--- config.mk ---
export PLATFORM = sky130hd
export DESIGN_NAME = bp_sink_fifo
export DESIGN_NICKNAME = d
export VERILOG_FILES = /design/src/rtl/bp_pkg.sv /design/src/rtl/bp_fifo_mem.sv /design/src/rtl/bp_sink_fifo.sv
export SDC_FILE = /design/constraint.sdc
export NUM_CORES = 1
export LEC_CHECK = 0
export CAP_MARGIN = 20
export CORE_MARGIN = 3
export CORE_UTILIZATION = 50
export CTS_CLUSTER_DIAMETER = 120
export DETAILED_ROUTE_END_ITERATION = 16
export PLACE_DENSITY = 0.67
export RECOVER_POWER = 25
export SYNTH_ARGS = -nofsm -noshare
export SYNTH_HDL_FRONTEND = slang
export SYNTH_HIERARCHICAL = 1
export SYNTH_SLANG_ARGS = --single-unit
--- constraint.sdc ---
create_clock -name clk -period 4.35 [get_ports clk]
set_clock_uncertainty 0.2 [all_clocks]
set_input_delay 0.87 -clock clk [delete_from_list [all_inputs] [get_ports clk]]
set_output_delay 0.87 -clock clk [all_outputs]
set_load 0.005 [all_outputs]
--- src/rtl/bp_pkg.sv ---
// Shared definitions for the valid/backpressure stream interface.
// Holds the default data width, the stream-transfer rule and the
// saturating increment that every stats counter on this interface uses.
package bp_pkg;

   localparam int DATA_W = 16;

   typedef logic [31:0] statCount_t;

   // A word moves across the interface only when valid is high and the
   // receiver is not stalling the sender.
   function automatic logic streamXfer(input logic valid, input logic backpressure);
      return valid & ~backpressure;
   endfunction

   // Counts up by one but sticks at the all-ones value instead of wrapping.
   function automatic statCount_t satInc32(input statCount_t value);
      return (value == '1) ? value : value + statCount_t'(1);
   endfunction

endpackage

--- src/rtl/bp_fifo_mem.sv ---
// DEPTH x WIDTH register array for the sink FIFO.
// One synchronous write port and one asynchronous read port so the FIFO
// head can fall through to the output in the same cycle it is addressed.
module bp_fifo_mem #(
   parameter int WIDTH = 16,
   parameter int DEPTH = 16,
   localparam int AW = $clog2(DEPTH)
) (
   input  logic             clk,
   input  logic             wrEn_i,
   input  logic [AW-1:0]    wrAddr_i,
   input  logic [WIDTH-1:0] wrData_i,
   input  logic [AW-1:0]    rdAddr_i,
   output logic [WIDTH-1:0] rdData_o
);

   logic [WIDTH-1:0] mem_q [DEPTH];

   // Storage has no reset; stale contents are never visible because the
   // count in the parent gates out_valid.
   always_ff @(posedge clk) begin
      if (wrEn_i) begin
         mem_q[wrAddr_i] <= wrData_i;
      end
   end

   assign rdData_o = mem_q[rdAddr_i];

endmodule

--- src/rtl/bp_sink_fifo.sv ---
// Receiving end of the valid/backpressure stream interface.
// Buffers producer results in a first-word-fall-through FIFO and drives the
// producer's stall input from registered state only, so in_valid never has a
// combinational path back into the producer's stall logic.
// Optional statistics (stall_cycles, max_level) are built when the macro
// BP_SINK_STATS_EN is defined; without it those ports do not exist.
module bp_sink_fifo
   import bp_pkg::*;
#(
   parameter int WIDTH = DATA_W,
   parameter int DEPTH = 16,
   localparam int AW = $clog2(DEPTH)
) (
   input  logic             clk,
   input  logic             areset,
   input  logic             in_valid,
   input  logic [WIDTH-1:0] in_data,
   output logic             backpressure_out,
   output logic             out_valid,
   output logic [WIDTH-1:0] out_data,
`ifdef BP_SINK_STATS_EN
   input  logic             out_ready,
   output logic [31:0]      stall_cycles,
   output logic [AW:0]      max_level
`else
   input  logic             out_ready
`endif
);

   localparam logic [AW:0] FullCount = (AW+1)'(DEPTH);

   logic [AW-1:0] wrPtr_q, wrPtr_d;
   logic [AW-1:0] rdPtr_q, rdPtr_d;
   logic [AW:0]   count_q, count_d;
   logic          full;
   logic          push;
   logic          pop;

   assign full             = (count_q == FullCount);
   assign backpressure_out = areset | full;
   assign out_valid        = (count_q != '0);
   assign push             = streamXfer(in_valid, backpressure_out);
   assign pop              = out_valid & out_ready;

   bp_fifo_mem #(
      .WIDTH (WIDTH),
      .DEPTH (DEPTH)
   ) u_mem (
      .clk      (clk),
      .wrEn_i   (push),
      .wrAddr_i (wrPtr_q),
      .wrData_i (in_data),
      .rdAddr_i (rdPtr_q),
      .rdData_o (out_data)
   );

   // Next-state for pointers and occupancy; pointers wrap naturally because
   // DEPTH is a power of two, and a simultaneous push and pop leaves count alone.
   always_comb begin
      wrPtr_d = wrPtr_q;
      rdPtr_d = rdPtr_q;
      count_d = count_q;
      if (push) begin
         wrPtr_d = wrPtr_q + AW'(1);
      end
      if (pop) begin
         rdPtr_d = rdPtr_q + AW'(1);
      end
      case ({push, pop})
         2'b10:   count_d = count_q + (AW+1)'(1);
         2'b01:   count_d = count_q - (AW+1)'(1);
         default: count_d = count_q;
      endcase
   end

   // Pointer and occupancy registers; reset discards everything stored.
   always_ff @(posedge clk) begin
      if (areset) begin
         wrPtr_q <= '0;
         rdPtr_q <= '0;
         count_q <= '0;
      end else begin
         wrPtr_q <= wrPtr_d;
         rdPtr_q <= rdPtr_d;
         count_q <= count_d;
      end
   end

   // Occupancy can never exceed the array size since a full FIFO refuses pushes.
   assert property (@(posedge clk) count_q <= FullCount);

`ifdef BP_SINK_STATS_EN
   statCount_t  stallCycles_q;
   logic [AW:0] maxLevel_q;

   // Count cycles where the producer wanted to send but was stalled, and
   // remember the highest occupancy seen since the last reset.
   always_ff @(posedge clk) begin
      if (areset) begin
         stallCycles_q <= '0;
         maxLevel_q    <= '0;
      end else begin
         if (in_valid && backpressure_out) begin
            stallCycles_q <= satInc32(stallCycles_q);
         end
         if (count_q > maxLevel_q) begin
            maxLevel_q <= count_q;
         end
      end
   end

   assign stall_cycles = stallCycles_q;
   assign max_level    = maxLevel_q;
`endif

endmodule

### Signal wires on met1, run 1

Supply wires on this layer in gray.
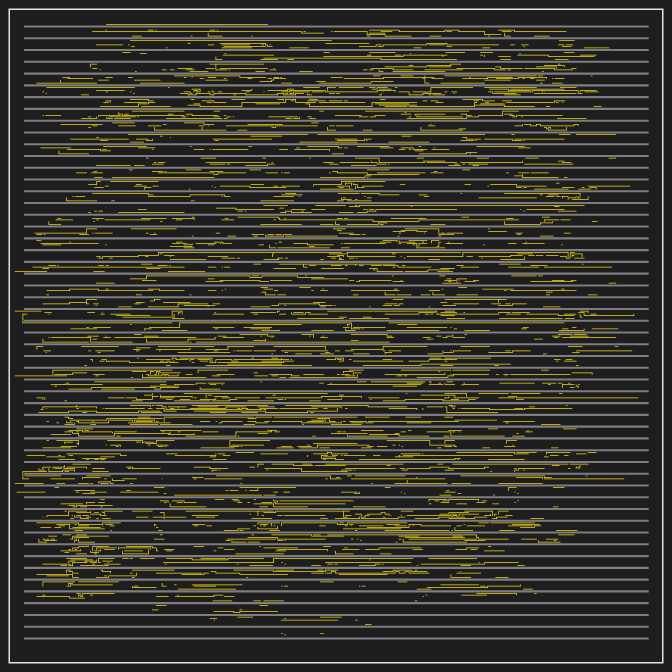
- main direction: horizontal
- share of all routed wire: 42%
- wire length on this layer: 8,720 um
- longest straight run: 52.0 um
- nets with wire on the layer: 568

### Metal layers overlaid, run 1

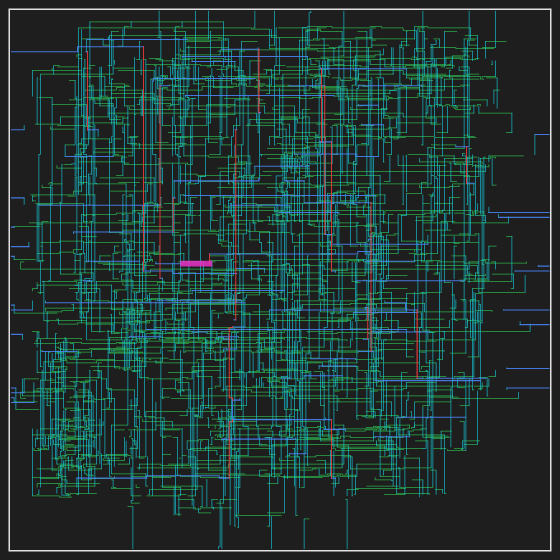
- cyan: metal 2 (wire length 10,100 um)
- green: metal 1 (wire length 8,720 um)
- blue: metal 3 (wire length 1,350 um)
- magenta: metal 5 (wire length 7.40 um)
- red: metal 4 (wire length 454 um)

==> summary.txt, run 1 <==
The following summarizes the physical implementation.

Worst hold path
The endpoint of the worst hold path is count_q[3]. The hold path startpoint is count_q[3]. The path class of the tightest hold or removal check is flop to flop. The instance count along the most critical hold path is 2.

STA
Hold-check failures listed in the final report amount to 0. The smallest clock period supported by the final layout is computed as 3.98 ns. The transition time at the pin with the least slew margin is 0.855 ns. The worst path setup slack after routing is 0.365 ns. The slew check shows that the tightest pin keeps a relative margin of 43.0%.

The part of the cycle the worst path needs is 91.6%. The timing-limited maximum frequency is 251 MHz. Final hold analysis gives a worst-case slack of 0.362 ns.

The number of endpoints failing setup at the final stage is 0. Adding up every negative setup slack in the final design gives 0 ns. The total count of max-transition violations in the final report is 0. Setup repair after global routing left no endpoint under its margin.

Routing
The highest signal layer in the routed design is met5. In the post-route report, total wirelength is listed as 20,700 um. The violation count after the first detailed-routing iteration is 443.

The sum of met3 wire segment lengths after detailed routing is 1350 um. The wire length on met2 is 10,100 um. The pre-antenna-repair detailed-routing pass consisted of 5 iterations. The routed layout has 5,158 vias. The number of vias per cell is 5.99. In the per-layer breakdown of the detailed-route log, met1 shows 8720 um. The routed length per placed instance is 24.0 um.

The count of nets left with antenna violations once routing finished came out at 0. In the routed design, unresolved DRC markers number 0.

Pwr
The largest vdd supply drop is 351 uV. The ratio of total power to cell area is 504 nW/um^2. In this run the static leakage power is 0.00389 uW.

CTS
The number of setup buffers added after CTS is 0. The maximum buffer depth of the clock tree is 3. At the later pin of the worst-skew pair, clock insertion delay measures 0.53 ns. TritonCTS built the clock tree.

The number of buffers added by the clock tree synthesis step is 27. Per the CTS log, the maximum H-tree level is 1. The CTS clock-pin slew for the worst setup and hold paths is 0.06 ns. Post-CTS repair changed the size of 0 cells. The number of clock sinks seen by CTS is 269. The tree is rooted in a sky130_fd_sc_hd__clkbuf_16.

In this run, post-CTS hold repair placed 0 buffers.

Cells and area
The logic area is 2400 sq um. Per the run report, area growth between synthesis and finish was 16.5%. Ranking logic cells in the layout by count gives the top entries sky130_fd_sc_hd__edfxtp_1, sky130_fd_sc_hd__mux4_2, sky130_fd_sc_hd__a22oi_1. The final net count is 599. The number of antenna diodes in the final layout is 0. The total area of sequential cells is 7950 sq um. The most frequent standard cell in the layout excluding fill and tap cells is sky130_fd_sc_hd__edfxtp_1. In the final layout, the fill cell count is 1,474.

The fraction of layout cells with a size suffix above 1 is 24.7%. The final report gives the core utilization as 59.7%.

Synthesis
The chip area in the Yosys report is 10,500 sq um. The average instance in the mapped netlist occupies 20.9 sq um. Yosys reported a register bit count of 269.

For this design, Yosys synthesis ends with a cell count of 502. The area fraction in xor and xnor cells is 0.586%. The cell count after synthesis is 502.

Synthesis produced a netlist with a net count of 529. The largest combinational cell category by area is multiplexers. The number of library cell types mapped by synthesis is 39.

Multiplexer cells account for 14.5% of the synthesized area. Summing every instance area after synthesis gives 10,500 sq um. Sorting the Yosys area breakdown by cell type puts at the top sky130_fd_sc_hd__edfxtp_1. The top-area cell type share of the netlist area is 73.4%. In this run, the synthesized area fraction spent on AND-OR/OR-AND gates is recorded as 3.07%. Per the synthesis report, the adder-cell share of the synthesized area is 0.908%. The synthesis warning total is 6. The fraction of the yosys area taken by sequential cells is 75.9%.

For reference, the top cells by area after synthesis are sky130_fd_sc_hd__edfxtp_1, sky130_fd_sc_hd__mux4_2, sky130_fd_sc_hd__mux4_1. The area fraction in and, or, nand and nor cells after synthesis is 3.38%.

Critical path
The required time at the worst endpoint is listed as 3.28 ns. The launch point of the critical path was reported as rdPtr_q[0]. The worst-case reg-to-reg setup slack stands at 1.18 ns. The startpoint of the worst-slack reg-to-reg timing path is count_q[0]. The count of cells along the worst register-to-register path is 11. The worst setup path is launched from a flop.

The critical path capture point type is an output port. The worst endpoint data arrival time is 2.91 ns. In this run the worst path has a maximum fanout of 21. The class of the most critical setup path is flop to output port.

The most critical setup path has its endpoint at out_data[6]. The reg-to-reg critical path endpoint is count_q[4].

GRT
Entering global routing, the biggest net connects 68 pins. The first global-routing pass estimated 32,200 um of wire. The met3 capacity usage during global routing is 3.52%.

Looking at the global route congestion table, the highest-usage layer is met2. The number of antenna violations at the first check in global routing came to 1. Recorded from the global router log, the overflow total was 0. The via count of the first global-routing pass is 5,308.

The total routing usage reported by global routing is 19.1%. The global routing met1 resource utilization is 27.8%. The met2 capacity usage during global routing is 30.3%.

Die
From bottom edge to top edge, the die measures 151 um. The total area inside the core boundary comes to 20,400 sq um. Row generation in the floorplan step produced 52 rows.

The share of the core area taken by cells at floorplan is 51.2%. The full die area is 22,700 sq um. The width of the die is 151 um. 38 I/O pins were placed.

Placement
The count of input and output buffers is 37. The global placer's final weighted congestion is 0.829. The setup slack after placement is 0.523 ns. The HPWL after detailed placement is 12,700 um.

Job
The number of max-cap violations is 0. The OpenROAD warning count is 26.

Status
The flow ran to the end, and the final reports show no timing, DRC or antenna violations.
### Cells colored by class, run 1

The bar under the picture is 50 um long. Fill, decap, tap and diode cells in gray.
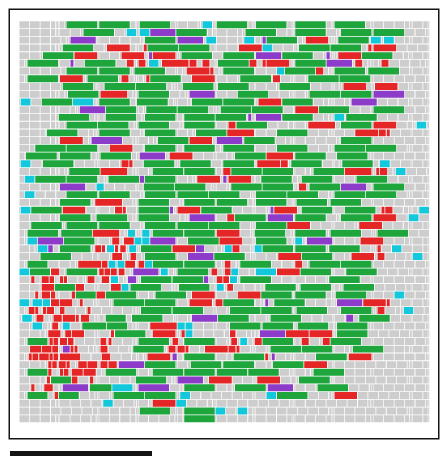
- red: combinational and other logic (cells 208; share of their area 20%)
- green: flops (cells 269; share of their area 67%)
- cyan: other buffers and delay cells (cells 66; share of their area 5.3%)
- purple: clock drivers and dummy loads (cells 48; share of their area 7.2%)

-- run 1: report_power, final --
group          internal (uW)  switching [uW]  leakage, uW  total, uW
registers               2900            76.5      0.00241       2980
clock network           1320             917     0.000413       2240
logic                    504             429      0.00106        933
total                   4720            1420      0.00389       6150
-- run 1: registers in the layout, indices dropped and copies added (netlist names) --
| signal | cells |
|---|---|
| count_q | 5 |
| rdPtr_q | 4 |
| u_mem/mem_q | 256 |
| wrPtr_q | 4 |
-- run 1: final cells by class --
type                    instances  share of cell area [%]
flip-flops and latches        269                    65.2
multi-input cells             201                    19.7
clock buffers                  34                    5.75
repair buffers                 66                    5.13
well taps                     270                    2.77
clock inverters                14                    1.26
inverters                       7                   0.215
-- run 1: worst max-delay path, cell delays in order, from the launching register on --
cell                              delay (ns)
sky130_fd_sc_hd__dfxtp_4                0.62
sky130_fd_sc_hd__buf_4                  0.32
sky130_fd_sc_hd__mux4_1                 0.60
sky130_fd_sc_hd__a22oi_1                0.27
sky130_fd_sc_hd__nand2_1                0.09
sky130_fd_sc_hd__clkdlybuf4s50_1        0.46
-- run 1: per-stage QoR --
stage	cells	total power, uW	cell area [sq um]
after floorplan	502	3630	10500
after global placement	813	3950	11300
after detailed placement	813	3970	11300
after CTS	861	6210	12200
after global routing	861	6380	12200
final	861	6150	12200
-- run 1: Yosys cell counts --
cell type and n:
sky130_fd_sc_hd__mux2i_1 3, sky130_fd_sc_hd__o22ai_1 1, sky130_fd_sc_hd__o21ai_2 1, sky130_fd_sc_hd__o211ai_1 3, sky130_fd_sc_hd__nand2b_1 3, sky130_fd_sc_hd__mux4_2 54, sky130_fd_sc_hd__nand3_1 3, sky130_fd_sc_hd__and2_1 1
sky130_fd_sc_hd__or2_2 1, sky130_fd_sc_hd__mux4_1 10, sky130_fd_sc_hd__fa_1 1, sky130_fd_sc_hd__or4_4 1, sky130_fd_sc_hd__buf_2 3, sky130_fd_sc_hd__a22oi_1 32, sky130_fd_sc_hd__nand3b_1 2, sky130_fd_sc_hd__buf_1 3
sky130_fd_sc_hd__ha_1 6, sky130_fd_sc_hd__buf_4 4, sky130_fd_sc_hd__nor3_1 5, sky130_fd_sc_hd__nand2_1 19, sky130_fd_sc_hd__a211oi_1 2, sky130_fd_sc_hd__xor2_1 4, sky130_fd_sc_hd__and3_1 1, sky130_fd_sc_hd__or2b_1 1
sky130_fd_sc_hd__or4_1 1, sky130_fd_sc_hd__a21o_2 1, sky130_fd_sc_hd__dfxtp_1 13, sky130_fd_sc_hd__or3b_2 1, sky130_fd_sc_hd__buf_6 4, sky130_fd_sc_hd__nor4_1 1, sky130_fd_sc_hd__xnor2_1 3, sky130_fd_sc_hd__edfxtp_1 256
sky130_fd_sc_hd__or2b_2 1, sky130_fd_sc_hd__clkbuf_1 11, sky130_fd_sc_hd__mux2_2 1, sky130_fd_sc_hd__inv_1 7, sky130_fd_sc_hd__nor2_1 29, sky130_fd_sc_hd__nor2b_1 5, sky130_fd_sc_hd__a21oi_1 4
==> run 1 -> run 2 <==
==> constraint.sdc (replaced) <==
create_clock -name clk -period 3.68 [get_ports clk]
set_clock_uncertainty 0.2 [all_clocks]
set_input_delay 0.736 -clock clk [delete_from_list [all_inputs] [get_ports clk]]
set_output_delay 0.736 -clock clk [all_outputs]
set_load 0.005 [all_outputs]
### Cell placement, run 2

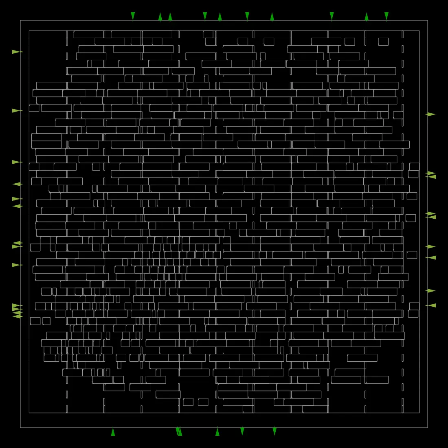
num tapcells: 270
fin cells: 885
final sequential cell count: 269
Filler Cell Count: 1,495
sequential fraction of total cell area: 64.2%

==> run 2 against run 1 <==
Compared with the run above: cell area rose by 1.5%; critical path depth did not move; die area did not move; count of clock-buffer cells in the layout rose by 1; wire length fell by 0.18%; global-route usage fell by 0.12 points; critical path type unchanged; largest power group unchanged.
==> summary.txt, run 2 <==
The following summarizes the physical implementation.

Die
The full die area is 22,700 sq um (unchanged). The I/O pin count came to 38 (unchanged). The number of placement rows is 52 (unchanged). The vertical die dimension is 151 um (unchanged). The area inside the core boundary was 20,400 sq um (unchanged). The initial standard-cell utilization of the core came to 51.2% (unchanged). The width of the die is 151 um (unchanged).

CTS
The CTS clock-pin slew for the worst setup and hold paths is 0.06 ns (about the same). The number of buffers added by the clock tree synthesis step came to 28 (was 27). The root buffer cell is sky130_fd_sc_hd__clkbuf_16 (unchanged).

The level count of the clock H-tree is 1 (unchanged). The total of hold buffers inserted after clock tree synthesis is 0 (unchanged). The TritonCTS clock tree is done (unchanged). The latest clock arrival within the worst-skew pair is 0.52 ns (was 0.53 ns). The maximum buffer depth of the clock tree is 3 (unchanged).

The number of clock sinks seen by CTS is 269 (unchanged).

Synthesis
The chip area in the Yosys report is 10,500 sq um (unchanged). The number of synthesized flops with an enable pin is 256 (unchanged). The synthesis warning total is 6 (unchanged). The post-synth design cell area came to 10,500 sq um (unchanged). The number of nets in the synthesized netlist is 529 (unchanged). The cell count after synthesis is 502 (unchanged).

The most instantiated library cell after synthesis is sky130_fd_sc_hd__edfxtp_1 (unchanged). The number of library cell types mapped by synthesis is 39 (unchanged). Most area-consuming cells after synthesis: sky130_fd_sc_hd__edfxtp_1, sky130_fd_sc_hd__mux4_2, sky130_fd_sc_hd__mux4_1 (unchanged). The share of async-settable or async-resettable flops after synthesis came to 0% (unchanged). The fraction of the yosys area taken by sequential cells came to 75.9% (unchanged). Ranking of synthesized cells by instance count: sky130_fd_sc_hd__edfxtp_1, sky130_fd_sc_hd__mux4_2, sky130_fd_sc_hd__a22oi_1 (unchanged). The average instance area after synthesis came to 20.9 sq um (unchanged). The cell type with the largest total area after synthesis is sky130_fd_sc_hd__edfxtp_1 (unchanged). The number of flip-flops and latches in the synthesized netlist is 269 (unchanged). The top-area cell type share of the netlist area came to 73.4% (unchanged).

The most used flip-flop cell is sky130_fd_sc_hd__edfxtp_1 (unchanged). The count of instantiated cells in the yosys netlist is 502 (unchanged).

Critical path
The critical path capture point type is an output port (unchanged). The critical-path maximum fanout is 11 (was 21). The class of the most critical setup path is flop to output port (unchanged). The endpoint required time on the critical path is 2.74 ns (was 3.28 ns). The highest cell delay on the worst timing path is 0.68 ns (was 0.62 ns). The worst-path cell with the longest stage delay is sky130_fd_sc_hd__and2_1 (was sky130_fd_sc_hd__dfxtp_4). The worst endpoint data arrival time was 2.61 ns (was 2.91 ns). The critical path startpoint category is a flop (unchanged). Worst path cell trace: and2_1 -> buf_4 -> a22oi_1 -> nand2_1 -> clkdlybuf4s50_1 (was buf_4 -> mux4_1 -> a22oi_1 -> nand2_1 -> clkdlybuf4s50_1).

Pwr
The leakage power figure is 0.00403 uW (was 0.00389 uW). The clock group share of total power was 36.6% (was 36.4%). The sequential power share is 47.8% (was 48.4%).

The net switching power is 1670 uW (was 1420 uW). The largest vdd supply drop is 328 uV (was 351 uV). The proportion of total power due to net switching is 22.9% (was 23.2%).

The cell-internal power is 5630 uW (was 4720 uW). The ratio of total power to cell area is 590 nW/um^2 (was 504 nW/um^2). The share of total power in combinational logic was 15.7% (was 15.2%). The total power of the final layout is 7310 uW (was 6150 uW).

Cells and area
The most frequent standard cell in the layout excluding fill and tap cells is sky130_fd_sc_hd__edfxtp_1 (unchanged). The diode insertion count for antenna repair was 0 (unchanged). The utilization after layout is 60.6% (was 59.7%). The most flop-heavy register is u_mem/mem_q (unchanged). The area growth from synthesis to final layout is 18.3% (was 16.5%). The final net count is 621 (was 599). The number of flip-flops in the largest register came to 256 (unchanged). Most frequent logic cells in the routed design: sky130_fd_sc_hd__edfxtp_1, sky130_fd_sc_hd__mux4_2, sky130_fd_sc_hd__buf_4 (was sky130_fd_sc_hd__edfxtp_1, sky130_fd_sc_hd__mux4_2, sky130_fd_sc_hd__a22oi_1).

Biggest regs: u_mem/mem_q (256), count_q (5) (unchanged). The fraction of layout cells with a size suffix above 1 is 27.6% (was 24.7%).

STA
Derived from the worst setup path, the maximum achievable clock frequency is 282 MHz. Unrepaired setup endpoints after global routing: false (unchanged). The final setup TNS is 0 ns (unchanged). The worst path setup slack after routing was 0.135 ns (was 0.365 ns). The number of endpoints failing setup at the final stage is 0 (unchanged). Counting I/O delays and the setup requirement, the final critical path takes 3.55 ns. The part of the cycle the worst path needs is 96.3%. The headroom to the max-slew limit is 46.6% (was 43.0%).

The total count of max-transition violations in the final report is 0 (unchanged). The transition time at the pin with the least slew margin is 0.801 ns (was 0.855 ns). The number of hold violations in the final report is 0 (unchanged).

Routing
The iteration count of the initial detailed-routing pass was 4 (was 5). The remaining antenna violation count after routing is 0 (unchanged). The violation count after the first detailed-routing iteration is 304 (was 443).

The total via count in the routed design is 5,102 (was 5,158). The final routed wirelength across all metal layers is 20,600 um (was 20,700 um). The routed length per placed instance is 23.3 um (was 24.0 um).

The number of vias per cell is 5.76 (was 5.99). The DRC violation count after routing is 0 (unchanged).

Placement
The count of input and output buffers came to 37 (unchanged). The HPWL after detailed placement is 12,700 um (about the same). The instance count after placement with tap cells included came to 833 (was 813). The setup slack after placement is 0.126 ns (was 0.523 ns). The global placer's final weighted congestion is 0.769 (was 0.829).

GRT
The total routing usage reported by global routing is 19.0% (was 19.1%). The via count of the first global-routing pass is 5,329 (was 5,308). The global-route wire length before repair is 32,000 um (was 32,200 um). The largest net degree at the start of global routing is 68 (unchanged). The global-route congestion overflow total came to 0 (unchanged). The number of antenna violations at the first check in global routing is 0 (was 1).

Worst hold path
The worst min-delay path category is flop to flop (unchanged).

Job
The OpenROAD warning count is 26 (unchanged). The number of max-cap violations is 0 (unchanged).

Status
Outcome: finished, final reports clean (unchanged).
run 2: timing repair:
| item | in CTS | in global routing |
|---|---|---|
| buffers inserted | 1 | 0 |
| endpoints found under the setup margin | 7 | 2 |
| gates resized | 0 | 2 |
run 2: path summary, 6_finish.rpt:
path / startpoint / endpoint / slack, ns / cells after the start
max: rdPtr_q[2] / out_data[7] / 0.13 / 5
min: count_q[3] / count_q[3] / 0.35 / 2
max reg2reg: count_q[0] / count_q[4] / 0.67 / 9
min reg2reg: count_q[3] / count_q[3] / 0.35 / 2
run 2: kinds of logic after synthesis:
family	count (synthesis)	synth area share, %
adder cells (fa/ha/maj)	7	0.908
XOR/XNOR	7	0.586
AND-OR/OR-AND	44	3.07
AND/OR/NAND/NOR	75	3.38
multiplexers	68	14.5
flip-flops	269	75.9
buffers and inverters	32	1.61
run 2: power groups by stage:
stage,sequential [uW],combinational (uW),clock [uW]
after global placement,3560,1120,0
final,3490,1140,2670
after floorplan,3520,768,0
after global routing,3500,1260,2860
after detailed placement,3570,1140,0
after CTS,3490,1160,2730
run 2: through the flow:
stage / instance area, sq um / hold slack [ns]
2_1_floorplan: 10500 / 0.295
3_3_place_gp: 11500 / 0.310
3_5_place_dp: 11500 / 0.352
4_1_cts: 12400 / 0.363
5_1_grt: 12400 / 0.400
6_report: 12400 / 0.352
run 2: area by class of cell:
| class | count | area, sq um | share of cell area, % |
|---|---|---|---|
| Sequential cell | 269 | 7950 | 64.2 |
| Multi-Input combinational cell | 201 | 2400 | 19.4 |
| Timing Repair Buffer | 87 | 791 | 6.38 |
| Clock buffer | 35 | 748 | 6.04 |
| Tap cell | 270 | 338 | 2.73 |
| Clock inverter | 16 | 129 | 1.04 |
| Inverter | 7 | 26.3 | 0.212 |
run 2: critical path, delay by kind of cell (launching register included):
kind                   cells  cell delay (ns)
buffers and inverters      2             0.80
AND/OR/NAND/NOR            2             0.77
AND-OR/OR-AND              1             0.10
flip-flops                 1             0.41
run 2: routing by layer:
metal / global-route usage (%) / part of all wire [%] / vias up
met3: 3.10 / 6.5 / 28
met2: 31.0 / 50 / 146
met4: 3.45 / 1.4 / 0
met5: 0 / 0 / -
li1: - / - / 2270
met1: 27.9 / 42 / 2658
==> run 2 -> run 3 <==
--- a/config.mk
+++ b/config.mk
@@ -10,7 +10,7 @@
 export CORE_UTILIZATION = 50
 export CTS_CLUSTER_DIAMETER = 120
 export DETAILED_ROUTE_END_ITERATION = 16
-export PLACE_DENSITY = 0.67
+export PLACE_DENSITY = 0.76
 export RECOVER_POWER = 25
 export SYNTH_ARGS = -nofsm -noshare
 export SYNTH_HDL_FRONTEND = slang
### Cells colored by class, run 3

The bar under the picture is 50 um long. Fill, decap, tap and diode cells in gray.
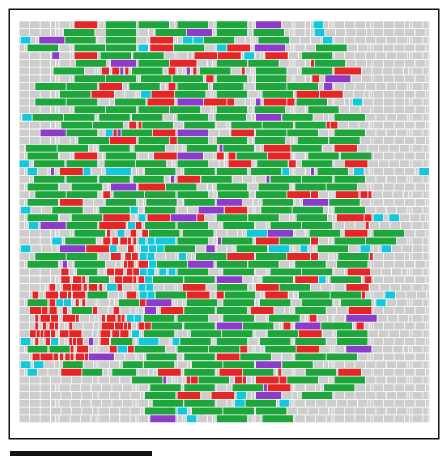
- red: combinational and other logic (cells 208; share of their area 20%)
- purple: clock drivers and dummy loads (cells 48; share of their area 7.2%)
- green: flops (cells 269; share of their area 66%)
- cyan: other buffers and delay cells (cells 77; share of their area 6.2%)

==> run 3 against run 2 <==
Compared with the run above: via count is 1.1% higher; flip-flop count stayed put; utilization decreased by 0.37 points; sequential share of layout area increased by 0.40 points; cell area is 0.62% lower; setup slack got worse by 0.083 ns; count of clock-buffer cells in the layout did not move; cell count down 1.5%; sequential power barely moved.
==> summary.txt, run 3 <==
The following summarizes the physical implementation.

Status
Outcome: finished, final reports clean (unchanged).

Routing
The number of vias per cell is 5.92 (was 5.76). The total via count in the routed design is 5,159 (was 5,102). The DRC violation count after routing is 0 (unchanged).

The iteration count of the initial detailed-routing pass was 5 (was 4). The final routed wirelength across all metal layers is 21,600 um (was 20,600 um). The violation count after the first detailed-routing iteration came to 454 (was 304). The remaining antenna violation count after routing was 0 (unchanged).

The routed length per placed instance came to 24.8 um (was 23.3 um).

Worst hold path
The worst min-delay path category is flop to flop (unchanged). The instance count along the most critical hold path is 2 (unchanged).

Synthesis
The number of flip-flops and latches in the synthesized netlist is 269 (unchanged). The count of instantiated cells in the yosys netlist was 502 (unchanged). The number of nets in the synthesized netlist is 529 (unchanged). The chip area in the Yosys report is 10,500 sq um (unchanged). The most instantiated library cell after synthesis was sky130_fd_sc_hd__edfxtp_1 (unchanged). The cell type with the largest total area after synthesis is sky130_fd_sc_hd__edfxtp_1 (unchanged).

The fraction of the yosys area taken by sequential cells was 75.9% (unchanged). The cell count after synthesis is 502 (unchanged). The average instance area after synthesis is 20.9 sq um (unchanged). The share of async-settable or async-resettable flops after synthesis was 0% (unchanged).

The number of library cell types mapped by synthesis came to 39 (unchanged). Ranking of synthesized cells by instance count: sky130_fd_sc_hd__edfxtp_1, sky130_fd_sc_hd__mux4_2, sky130_fd_sc_hd__a22oi_1 (unchanged). The top-area cell type share of the netlist area is 73.4% (unchanged).

Most area-consuming cells after synthesis: sky130_fd_sc_hd__edfxtp_1, sky130_fd_sc_hd__mux4_2, sky130_fd_sc_hd__mux4_1 (unchanged). The synthesis warning total is 6 (unchanged). The post-synth design cell area came to 10,500 sq um (unchanged). The most used flip-flop cell is sky130_fd_sc_hd__edfxtp_1 (unchanged). The number of synthesized flops with an enable pin is 256 (unchanged).

Cells and area
The number of filler cells placed in the layout was 1,444 (was 1,495). The logic area came to 2400 sq um (about the same). The most frequent standard cell in the layout excluding fill and tap cells is sky130_fd_sc_hd__edfxtp_1 (unchanged).

The area growth from synthesis to final layout is 17.6% (was 18.3%). The most flop-heavy register is u_mem/mem_q (unchanged). Biggest regs: u_mem/mem_q (256), count_q (5) (unchanged).

The final net count is 610 (was 621). The utilization after layout is 60.3% (was 60.6%). The number of flip-flops in the largest register came to 256 (unchanged).

Most frequent logic cells in the routed design: sky130_fd_sc_hd__edfxtp_1, sky130_fd_sc_hd__mux4_2, sky130_fd_sc_hd__buf_4 (unchanged). The diode insertion count for antenna repair was 0 (unchanged). The total area of sequential cells is 7950 sq um (unchanged).

The fraction of layout cells with a size suffix above 1 is 25.6% (was 27.6%).

STA
The number of endpoints failing setup at the final stage is 0 (unchanged). The final setup TNS was 0 ns (unchanged). The transition time at the pin with the least slew margin is 0.632 ns (was 0.801 ns). The headroom to the max-slew limit is 57.8% (was 46.6%).

The post-layout minimum cycle time came to 3.63 ns (was 3.55 ns). Unrepaired setup endpoints after global routing: false (unchanged). The part of the cycle the worst path needs is 98.6% (was 96.3%). The number of hold violations in the final report is 0 (unchanged). The timing-limited maximum frequency came to 276 MHz (was 282 MHz).

The total count of max-transition violations in the final report is 0 (unchanged). The worst hold slack after final layout came to 0.380 ns (was 0.352 ns).

Pwr
The share of total power in combinational logic is 16.0% (was 15.7%). The clock group share of total power is 36.4% (was 36.6%). The cell-internal power is 5630 uW (about the same). The proportion of total power due to net switching came to 23.4% (was 22.9%). The net switching power was 1720 uW (was 1670 uW). The leakage power figure came to 0.00396 uW (was 0.00403 uW). The ratio of total power to cell area was 597 nW/um^2 (was 590 nW/um^2).

The largest vdd supply drop is 406 uV (was 328 uV). The sequential power share is 47.6% (was 47.8%).

Critical path
The critical-path maximum fanout came to 6 (was 11). The buffering stage count on the worst path with inverters included is 2 (unchanged). The number of stages on the worst setup path is 5 (unchanged). Worst path cell trace: buf_12 -> mux4_1 -> a22oi_1 -> nand2_1 -> clkdlybuf4s50_1 (was and2_1 -> buf_4 -> a22oi_1 -> nand2_1 -> clkdlybuf4s50_1). The count of cells along the worst register-to-register path is 10 (was 9). The kind of cell with the highest combined delay on the critical path is buffers and inverters (unchanged). The critical path capture point type is an output port (unchanged).

The worst-path cell with the longest stage delay is sky130_fd_sc_hd__mux4_1 (was sky130_fd_sc_hd__and2_1). The class of the most critical setup path is flop to output port (unchanged). The highest cell delay on the worst timing path is 0.54 ns (was 0.68 ns). The endpoint required time on the critical path came to 2.74 ns (about the same).

The worst endpoint data arrival time is 2.69 ns (was 2.61 ns). The critical path startpoint category is a flop (unchanged).

GRT
The number of antenna violations at the first check in global routing is 0 (unchanged). The global-route wire length before repair is 33,000 um (was 32,000 um). The layer with the highest usage after global routing is met2 (unchanged). The global routing met1 resource utilization is 26.9% (was 27.9%). The met2 capacity usage during global routing was 32.3% (was 31.0%).

The largest net degree at the start of global routing is 47 (was 68). The via count of the first global-routing pass was 5,473 (was 5,329). The global-route congestion overflow total is 0 (unchanged). The met3 capacity usage during global routing is 4.58% (was 3.10%). The total routing usage reported by global routing is 19.6% (was 19.0%).

Placement
The HPWL after detailed placement is 12,500 um (was 12,700 um). The global placer's final weighted congestion is 0.846 (was 0.769). The count of input and output buffers is 37 (unchanged).

Die
The initial standard-cell utilization of the core came to 51.2% (unchanged). The width of the die came to 151 um (unchanged). The number of placement rows is 52 (unchanged). The area inside the core boundary was 20,400 sq um (unchanged). The vertical die dimension is 151 um (unchanged). The I/O pin count came to 38 (unchanged). The full die area is 22,700 sq um (unchanged).

CTS
The maximum buffer depth of the clock tree came to 3 (unchanged). The level count of the clock H-tree was 1 (unchanged). The latest clock arrival within the worst-skew pair is 0.52 ns (about the same). The TritonCTS clock tree is done (unchanged). The root buffer cell is sky130_fd_sc_hd__clkbuf_16 (unchanged). The CTS clock-pin slew for the worst setup and hold paths is 0.06 ns (about the same).

The number of clock sinks seen by CTS is 269 (unchanged). The number of buffers added by the clock tree synthesis step is 27 (was 28).

Job
The OpenROAD warning count is 26 (unchanged). The number of max-cap violations came to 0 (unchanged).
-- run 3: layout make-up --
type,count,share of cell area (%)
Multi-Input combinational cell,201,19.5
Timing Repair Buffer,77,6.00
Inverter,7,0.213
Sequential cell,269,64.6
Clock buffer,35,5.73
Tap cell,270,2.74
Clock inverter,13,1.24
-- run 3: final timing paths --
check / slack (ns) / start / to
worst min register to register: 0.38 / count_q[2] / count_q[2]
worst max register to register: 0.52 / count_q[0] / count_q[4]
worst max-delay path: 0.05 / rdPtr_q[0] / out_data[4]
worst min-delay path: 0.38 / count_q[2] / count_q[2]
-- run 3: what timing repair did --
action / CTS / global route
resized: 0 / 0
setup endpoints to repair: 3 / 1
gates cloned: 0 / 1
buffers inserted: 2 / 0
hold buffers: 0 / 0
-- run 3: power by group through the flow --
stage / logic, uW / clock network (uW) / registers (uW)
2_1_floorplan: 768 / 0 / 3520
3_3_place_gp: 1110 / 0 / 3560
3_5_place_dp: 1140 / 0 / 3570
4_1_cts: 1180 / 2720 / 3490
5_1_grt: 1280 / 2850 / 3500
6_report: 1180 / 2680 / 3500
-- run 3: tightest hold or removal path, delay by kind of cell, from the launching register on --
kind,cells,cell delay [ns]
AND-OR/OR-AND,1,0.15
AND/OR/NAND/NOR,1,0.05
flip-flops,1,0.34
-- run 3: cells by family after synthesis --
logic type	after synthesis	synth area share [%]
DFF	269	75.9
and+or+nand+nor	75	3.38
muxes	68	14.5
AOI/OAI and AO/OA	44	3.07
buffers and inverters	32	1.61
xor gates and xnor gates	7	0.586
adders and majority gates	7	0.908
-- run 3: per-stage QoR --
stage | setup slack (ns) | cells | total power, uW | area [sq um]
2_1_floorplan | 0.0138 | 502 | 4290 | 10500
3_3_place_gp | 0.183 | 821 | 4670 | 11400
3_5_place_dp | 0.0813 | 821 | 4710 | 11400
4_1_cts | 0.0753 | 871 | 7390 | 12300
5_1_grt | 0.000230 | 872 | 7640 | 12300
6_report | 0.0517 | 872 | 7350 | 12300
-- run 3: per-layer routing --
metal | part of all wire [%] | wire length (um) | vias to the layer above
met2 | 50 | 10800 | 225
met1 | 39 | 8510 | 2657
met5 | 0 | 0 | -
li1 | - | - | 2238
met4 | 1.9 | 408 | 0
met3 | 8.6 | 1870 | 39
Power figures rest on the tool's default switching activity, not on a simulated workload.
